File: config.mk
export PLATFORM = sky130hd
export DESIGN_NAME = color_pattern_lut
export DESIGN_NICKNAME = d
export VERILOG_FILES = /design/src/rtl/color_pattern_checker_pkg.sv /design/src/rtl/color_pattern_checker_lut.sv
export SDC_FILE = /design/constraint.sdc
export NUM_CORES = 1
export LEC_CHECK = 0
export CAP_MARGIN = 20
export CORE_AREA = 2 2 39 41
export DETAILED_ROUTE_END_ITERATION = 8
export DIE_AREA = 0 0 41 43
export PLACE_DENSITY = 0.79
export SLEW_MARGIN = 30
export SYNTH_ARGS = -nofsm -noshare
export SYNTH_HDL_FRONTEND = slang
export SYNTH_SLANG_ARGS = --single-unit
File: constraint.sdc
create_clock -name vclk -period 2.3
set_input_delay 0.46 -clock vclk [all_inputs]
set_output_delay 0.46 -clock vclk [all_outputs]
set_load 0.1 [all_outputs]
File: src/rtl/color_pattern_checker_pkg.sv
// Shared colour-bar definitions: colour constants, frame geometry and band colour lookups.
// The pattern writer and the checker both take their notion of the test frame from here.
package color_pattern_checker_pkg;

  localparam int img_width      = 32;
  localparam int img_height     = 32;
  localparam int bar_width      = img_width / 8;
  localparam int bar_height     = img_height / 2;
  localparam int bar_width_mini = img_width / 32;
  localparam int bar_height_mini = img_height / 4;

  localparam logic [23:0] light_gray = 24'hc0c0c0;
  localparam logic [23:0] yellow     = 24'hc0c000;
  localparam logic [23:0] cyan       = 24'h00c0c0;
  localparam logic [23:0] green      = 24'h00c000;
  localparam logic [23:0] magenta    = 24'hc000c0;
  localparam logic [23:0] red        = 24'hc00000;
  localparam logic [23:0] blue       = 24'h0000c0;
  localparam logic [23:0] white      = 24'hffffff;
  localparam logic [23:0] dark_blue  = 24'h00214c;
  localparam logic [23:0] purple     = 24'h32006a;
  localparam logic [23:0] mid_gray0  = 24'h090909;
  localparam logic [23:0] mid_gray1  = 24'h131313;
  localparam logic [23:0] mid_gray2  = 24'h1d1d1d;

  // Upper half: the classic eight full-height bars.
  function automatic logic [23:0] top_band_color(input logic [2:0] bar);
    case (bar)
      3'd0:    return light_gray;
      3'd1:    return yellow;
      3'd2:    return cyan;
      3'd3:    return green;
      3'd4:    return magenta;
      3'd5:    return red;
      3'd6:    return blue;
      default: return white;
    endcase
  endfunction

  // Middle quarter: reverse-order castellations alternating with near-black.
  function automatic logic [23:0] mid_band_color(input logic [2:0] bar);
    case (bar)
      3'd0:    return blue;
      3'd2:    return magenta;
      3'd4:    return cyan;
      3'd6:    return light_gray;
      default: return mid_gray1;
    endcase
  endfunction

  // Bottom quarter: I/Q-style blocks on the left, PLUGE mini-bars in bar 4.
  function automatic logic [23:0] low_band_color(input logic [2:0] bar, input logic [1:0] mini);
    case (bar)
      3'd0: return dark_blue;
      3'd1: return white;
      3'd2: return purple;
      3'd4: begin
        case (mini)
          2'd0:    return mid_gray0;
          2'd1:    return mid_gray1;
          2'd2:    return mid_gray2;
          default: return mid_gray0;
        endcase
      end
      3'd6:    return light_gray;
      default: return mid_gray1;
    endcase
  endfunction

endpackage

File: src/rtl/color_pattern_checker_lut.sv
// Combinational expected-colour lookup for pixel (x, y) of the colour-bar frame.
module color_pattern_lut
  import color_pattern_checker_pkg::*;
#(
  parameter int IMG_WIDTH  = 32,
  parameter int IMG_HEIGHT = 32,
  parameter int XW         = 5,
  parameter int YW         = 5
) (
  input  logic [XW-1:0] x,
  input  logic [YW-1:0] y,
  output logic [23:0]   expected
);

  localparam int bar_w  = IMG_WIDTH / 8;
  localparam int mini_w = IMG_WIDTH / 32;
  localparam int top_h  = IMG_HEIGHT / 2;
  localparam int mid_h  = IMG_HEIGHT / 4;

  logic [2:0] bar;
  logic [1:0] mini;

  // Pick the band by row, then the bar / mini-bar by column.
  always_comb begin
    bar  = 3'(32'(x) / bar_w);
    mini = 2'((32'(x) % bar_w) / mini_w);
    if (32'(y) < top_h) begin
      expected = top_band_color(bar);
    end else if (32'(y) < top_h + mid_h) begin
      expected = mid_band_color(bar);
    end else begin
      expected = low_band_color(bar, mini);
    end
  end

endmodule

Run 1, placed cells, one colour a class:
Fill, decap, tap and diode cells in grey.
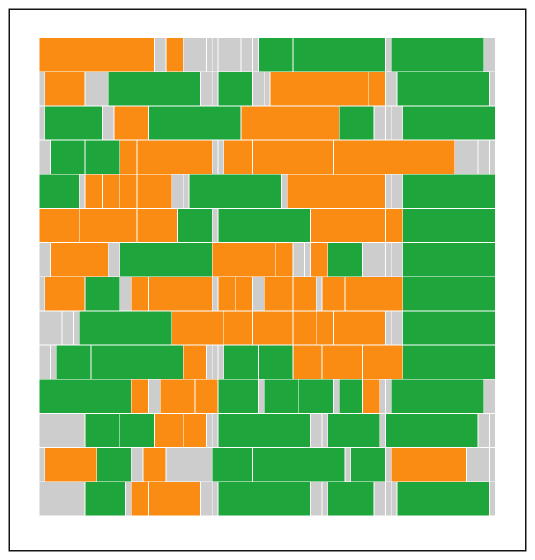
class	colour	cells	share of their area
remaining logic cells	orange	56	42%
remaining buffers and delay cells	green	49	58%
Rows: 14
core area: 1380 µm²

Run 1, I/O pins on the die edge:
Pins as bars across the die edge, other pins in grey.
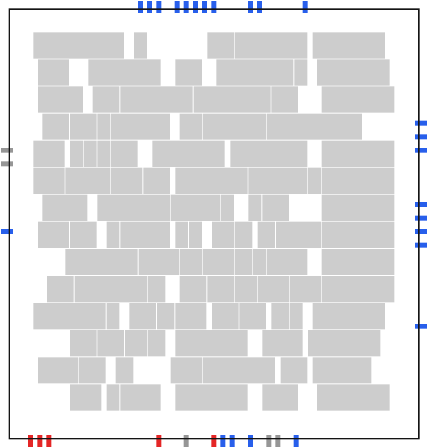
port	colour	pins	direction	edge
y	red	5	input	bottom
expected	blue	24	output	11 top, 8 right, 4 bottom, 1 left

==> notes.md, run 1 <==
fresh numbers from the pnr run: outcome=completed, Yosys top cell by area=buf_4, Post-Route M1 WL=704 µm, postcts setup bufs=0, Crit. path cell count=7, GRT busiest layer=met2, dpl hpwl=1.69 mm, yosys synthesis warning count=0, first-pass GRT wire length=2.95 mm, Adder Area Share=8.65%, delay-heaviest family, CP=buffers and inverters, final setup violation count=0, Total Wirelength=1.98 mm, vias in the first global route=651, Critical Path Sink=expected[18], Critical Path RT=1.84 ns, P_seq=0 µW, Mux cell area share=0%, HP Class=input pin to output port, Synth Instances=68, top logic cell by instance count in the layout=buf_12, cell-internal power=178 µW, Pwr Density=424 nW/µm², Critical Path Start=x[3], post-DR wirelength/cell=16.4 µm, Flop pwr share=0%, min-delay src=x[1], cell area after synthesis=434 µm², register area=0 µm², Yosys chip area=434 µm², routed length on met3=67 µm, met2 Use GR=42.5%, minimum clock period=2.24 ns, DIE HEIGHT=43 µm, Mean Syn Cell Area=6.38 µm², Post-Synth XOR/XNOR Area=0%, Endpoint, Worst Hold=expected[4], multi-input gates=49, Util after Layout=87.0%, setup TNS=0 ns, Logic pwr share=100.0%, Inst Count DP=121, met2 WL=1.15 mm, CP startpoint kind=input pin, fillers=72, Area leader share=15.6%, Comb group=510 µW, tool warnings=39, Top cells excl fill/tap=24 x buf_12, 17 x buf_4, 6 x o21ai_2, 6 x a21oi_1, Non-clk invs=7, DR pass1 iterations=4, Port-buffer cells=31, MI comb area=475 µm², post-route insts no fill=121, Place WS=-0.285 ns, # Cells Yosys=68, final slew viol count=0, switching share of power=65.1%, Syn Nets=81, Pre-Place Util=31.4%, # IOs=34, Slew HR=75.9%, Top Metal Used=met4, critical path arrival=1.78 ns, Non-clock buffering overhead=56.7%, CP max stage cell=o31ai_4, slowest stage delay, CP=0.32 ns, Worst Path Max Fanout=7, Hold Buf Count CTS=0, clock share of power=0%, Buf+Inv Stages, Crit Path=4, Placed Area=1170 µm², GRT Util Overall=23.6%, tap cell count=16, Worst-Margin Slew=0.357 ns, finished layout cell area=1200 µm², Min Hold Slack=1.51 ns, Setup crit end kind=output port, Die X=41 µm, Pleak=0.549 nW, largest net degree at the start of global routing=8, Seq/Total Area, Yosys=0%, Final Hold Viols=0, worst vdd ir=0.000281 V
Run 1, sizing map:
The bar under the picture is 10 µm long.
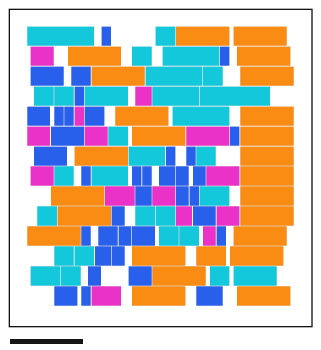
size	colour	cells	share	most used
x3 and x4	cyan	29	28%	buf_4
x6 and larger	orange	25	24%	buf_12
x1 and smaller	blue	37	35%	a21oi_1
x2	magenta	14	13%	o21ai_2
Buffers excl. clock: 49
Layout area overhead: 177%
setup ws final: 0.0606 ns

==> run 2, diff against run 1 <==
--- a/config.mk
+++ b/config.mk
@@ -10,7 +10,7 @@
 export DETAILED_ROUTE_END_ITERATION = 8
 export DIE_AREA = 0 0 41 43
 export PLACE_DENSITY = 0.79
-export SLEW_MARGIN = 30
+export SLEW_MARGIN = 20
 export SYNTH_ARGS = -nofsm -noshare
 export SYNTH_HDL_FRONTEND = slang
 export SYNTH_SLANG_ARGS = --single-unit
Run 2, sizing map:
The bar under the picture is 10 µm long.
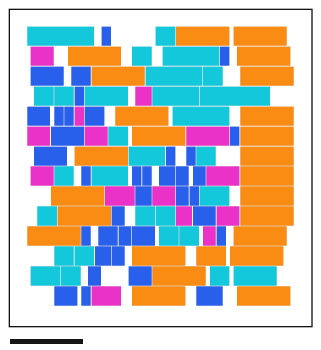
size	colour	cells	share	most used
x1 and smaller	blue	37	35%	a21oi_1
x6 and larger	orange	25	24%	buf_12
x2	magenta	14	13%	o21ai_2
x3 and x4	cyan	29	28%	buf_4
finished layout cell area: 1200 µm²

==> run 2 against run 1 <==
Compared with the run above:
- global-route usage is the same
- synthesized area is the same
- count of clock-buffer cells in the layout is the same
- maximum frequency is the same
- routed wire length is the same
- critical endpoint unchanged
- largest power group unchanged
==> notes.md, run 2 <==
fresh numbers from the pnr run: MI comb area=475 µm² (unchanged), Total Wirelength=1.98 mm (unchanged), DIE HEIGHT=43 µm (unchanged), Top cells excl fill/tap=24 x buf_12, 17 x buf_4, 6 x o21ai_2, 6 x a21oi_1, outcome=completed, Critical Path Start=x[3], Setup crit end kind=output port, Final Hold Viols=0 (unchanged), tap cell count=16 (unchanged), Non-clk invs=7 (unchanged), Slew HR=75.9% (unchanged), cell area after synthesis=434 µm² (unchanged), Pwr Density=424 nW/µm² (unchanged), Die X=41 µm (unchanged), Post-Route M1 WL=704 µm (unchanged), first-pass GRT wire length=2.95 mm (unchanged), Yosys top cell by area=buf_4, GRT Util Overall=23.6% (unchanged), Buffers excl. clock=49 (unchanged), NumNets Final=120, top logic cell by instance count in the layout=buf_12, Post-Synth XOR/XNOR Area=0% (unchanged), Placed Area=1170 µm² (unchanged), # Cells Yosys=68 (unchanged), Hold Buf Count CTS=0 (unchanged), met2 Use GR=42.5% (unchanged), Syn Nets=81 (unchanged), Comb group=510 µW (about the same), clock share of power=0% (unchanged), Worst-Margin Slew=0.357 ns (unchanged), CP startpoint kind=input pin, Buf+Inv Stages, Crit Path=4 (unchanged), Synth Instances=68 (unchanged), Logic pwr share=100.0% (about the same), Util after Layout=87.0% (unchanged), Endpoint, Worst Hold=expected[4], worst vdd ir=0.000281 V (unchanged), Area leader share=15.6% (unchanged), CP max stage cell=o31ai_4, Non-clock buffering overhead=56.7% (unchanged), Max-cap violations=0, Layout area overhead=177% (unchanged), slowest stage delay, CP=0.32 ns (about the same), Mean Syn Cell Area=6.38 µm² (unchanged), Adder Area Share=8.65% (unchanged), delay-heaviest family, CP=buffers and inverters, Critical Path Sink=expected[18], Flop pwr share=0% (unchanged), cell-internal power=178 µW (unchanged), met2 WL=1.15 mm (unchanged), register area=0 µm² (unchanged), Min Hold Slack=1.51 ns (unchanged), core area=1380 µm² (unchanged), GRT busiest layer=met2, Place WS=-0.285 ns (unchanged), postcts setup bufs=0 (unchanged), post-route insts no fill=121 (unchanged), switching share of power=65.1% (unchanged), min-delay src=x[1], Critical Path RT=1.84 ns (about the same), Worst Path Max Fanout=7 (unchanged), fillers=72 (unchanged), DR pass1 iterations=4 (unchanged), yosys synthesis warning count=0 (unchanged), Yosys chip area=434 µm² (unchanged), multi-input gates=49 (unchanged)
Run 2, placed cells, one colour a class:
Fill, decap, tap and diode cells in grey.
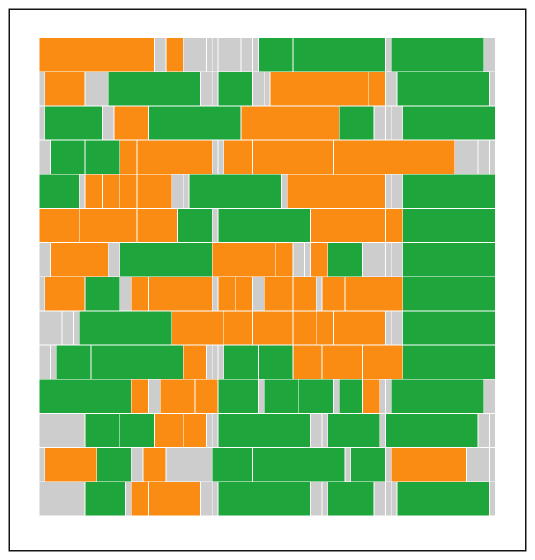

==> run 3, diff against run 2 <==
--- a/config.mk
+++ b/config.mk
@@ -6,9 +6,9 @@
 export NUM_CORES = 1
 export LEC_CHECK = 0
 export CAP_MARGIN = 20
-export CORE_AREA = 2 2 39 41
+export CORE_AREA = 5 5 42 44
 export DETAILED_ROUTE_END_ITERATION = 8
-export DIE_AREA = 0 0 41 43
+export DIE_AREA = 0 0 47 49
 export PLACE_DENSITY = 0.79
 export SLEW_MARGIN = 20
 export SYNTH_ARGS = -nofsm -noshare
Run 3, placed cells, one colour a class:
Fill, decap, tap and diode cells in grey.
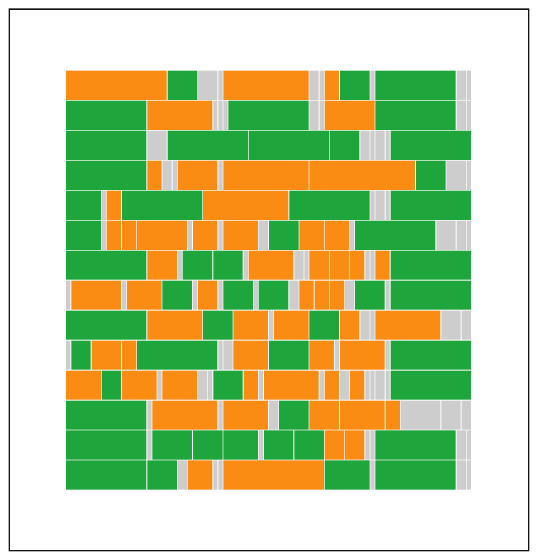
class	colour	cells	share of their area
remaining logic cells	orange	56	42%
remaining buffers and delay cells	green	52	58%

==> run 3 against run 2 <==
Compared with the run above:
- worst hold slack better by 0.020 ns
- count of clock-buffer cells in the layout unchanged
- first-iteration DRC count increased by 10%
- largest power group unchanged
- largest cell class unchanged
- final cell count is 2.5% higher
==> notes.md, run 3 <==
fresh numbers from the pnr run: Post-Synth XOR/XNOR Area=0% (unchanged), Yosys chip area=434 µm² (unchanged), Worst Path Max Fanout=8 (+1), post-CTS sizing=16, Remaining DRCs=0, top logic cell by instance count in the layout=buf_12, first-pass GRT wire length=3.48 mm (+18%), Iter 0 DRT Violations=11, Yosys top cell by area=buf_4, switching share of power=64.5% (-0.57 points), delay-heaviest family, CP=buffers and inverters, critical path arrival=1.79 ns, Top Metal Used=met4, Critical Path Sink=expected[11], worst vdd ir=0.000313 V (+12%), fillers=72 (unchanged), Power Clock=0 µW, met2 Use GR=37.1% (-5.4 points), Non-clk invs=7 (unchanged), Logic pwr share=100.0% (about the same), tap cell count=16 (unchanged), DIE HEIGHT=49 µm (+14%), Pleak=0.568 nW, # Cells Yosys=68 (unchanged), top cells by count=9 x buf_4, 6 x a21oi_1, 6 x inv_1, 6 x nand2_1, 6 x o21ai_0, Min Hold Slack=1.52 ns (+0.0196 ns), Buffers excl. clock=52 (+6.1%), min-delay src=x[3], aoi share=35.2%, Pwr top=combinational cells, outcome=completed, Flop pwr share=0% (unchanged), fmax=0.444 GHz, Max-cap violations=0 (unchanged), ANT cells=0, Die X=47 µm (+15%), Non-clock buffering overhead=56.9% (+0.20 points), Critical Path Start=x[2], Slew HR=75.8% (about the same), DR pass1 iterations=4 (unchanged), Final Hold Viols=0 (unchanged), setup TNS=0 ns, post-DR wirelength/cell=17.4 µm, Placed Area=1180 µm² (+1.3%), postcts setup bufs=0 (unchanged), Synth Instances=68 (unchanged), tool warnings=39, Area leader share=15.6% (unchanged), GRT busiest layer=met2, Port-buffer cells=31, Setup crit end kind=output port, NumNets Final=123 (+2.5%), share of cells above drive strength 1=68.5%, Critical Path RT=1.84 ns (about the same), grt total ovfl=0, Endpoint, Worst Hold=expected[8], Util after Layout=89.2% (+2.2 points), CP dominant cell by count=buf_12, core area=1400 µm² (+1.3%), Comb group=521 µW (+2%), Pwr Density=417 nW/µm² (-1.6%), CP startpoint kind=input pin, Buf+Inv Stages, Crit Path=4 (unchanged), final setup violation count=0, setup ws final=0.0455 ns, register area=0 µm² (unchanged), initial antenna violation count=0, Post-Route M1 WL=773 µm (+9.8%), dpl hpwl=1.63 mm, slowest stage delay, CP=0.45 ns (+0.13 ns), Total Wirelength=2.16 mm (+8.8%), yosys synthesis warning count=0 (unchanged), post-route insts no fill=124 (+2.5%), Layout area overhead=188%, cell area after synthesis=434 µm² (unchanged), Comb area share=39.4%, cell-internal power=185 µW (+3.8%), Place WS=-0.362 ns (-0.0770 ns), Hold Buf Count CTS=0 (unchanged), Pre-Place Util=31.0%, Crit. path cell count=5, finished layout cell area=1250 µm² (+3.8%), CP max stage cell=clkdlybuf4s50_1, Syn Nets=81 (unchanged), M1 GR Usage=22.0%, Synth Area in Simple Gates=29.7%, routed length on met3=81 µm, clock share of power=0% (unchanged), met2 WL=1.26 mm (+9.5%), fraction of area in registers=0%, Seq/Total Area, Yosys=0%, MI comb area=493 µm² (+3.7%), P_seq=0 µW, Adder Area Share=8.65% (unchanged), multi-input gates=49 (unchanged), GRT Util Overall=19.8% (-3.8 points), Antenna Nets Post-Route=0, Top cells excl fill/tap=25 x buf_12, 19 x buf_4, Mean Syn Cell Area=6.38 µm² (unchanged), Worst-Margin Slew=0.363 ns (+0.00613 ns), DR vias=668
No activity file was given, so power comes from the tool's default toggle rates.
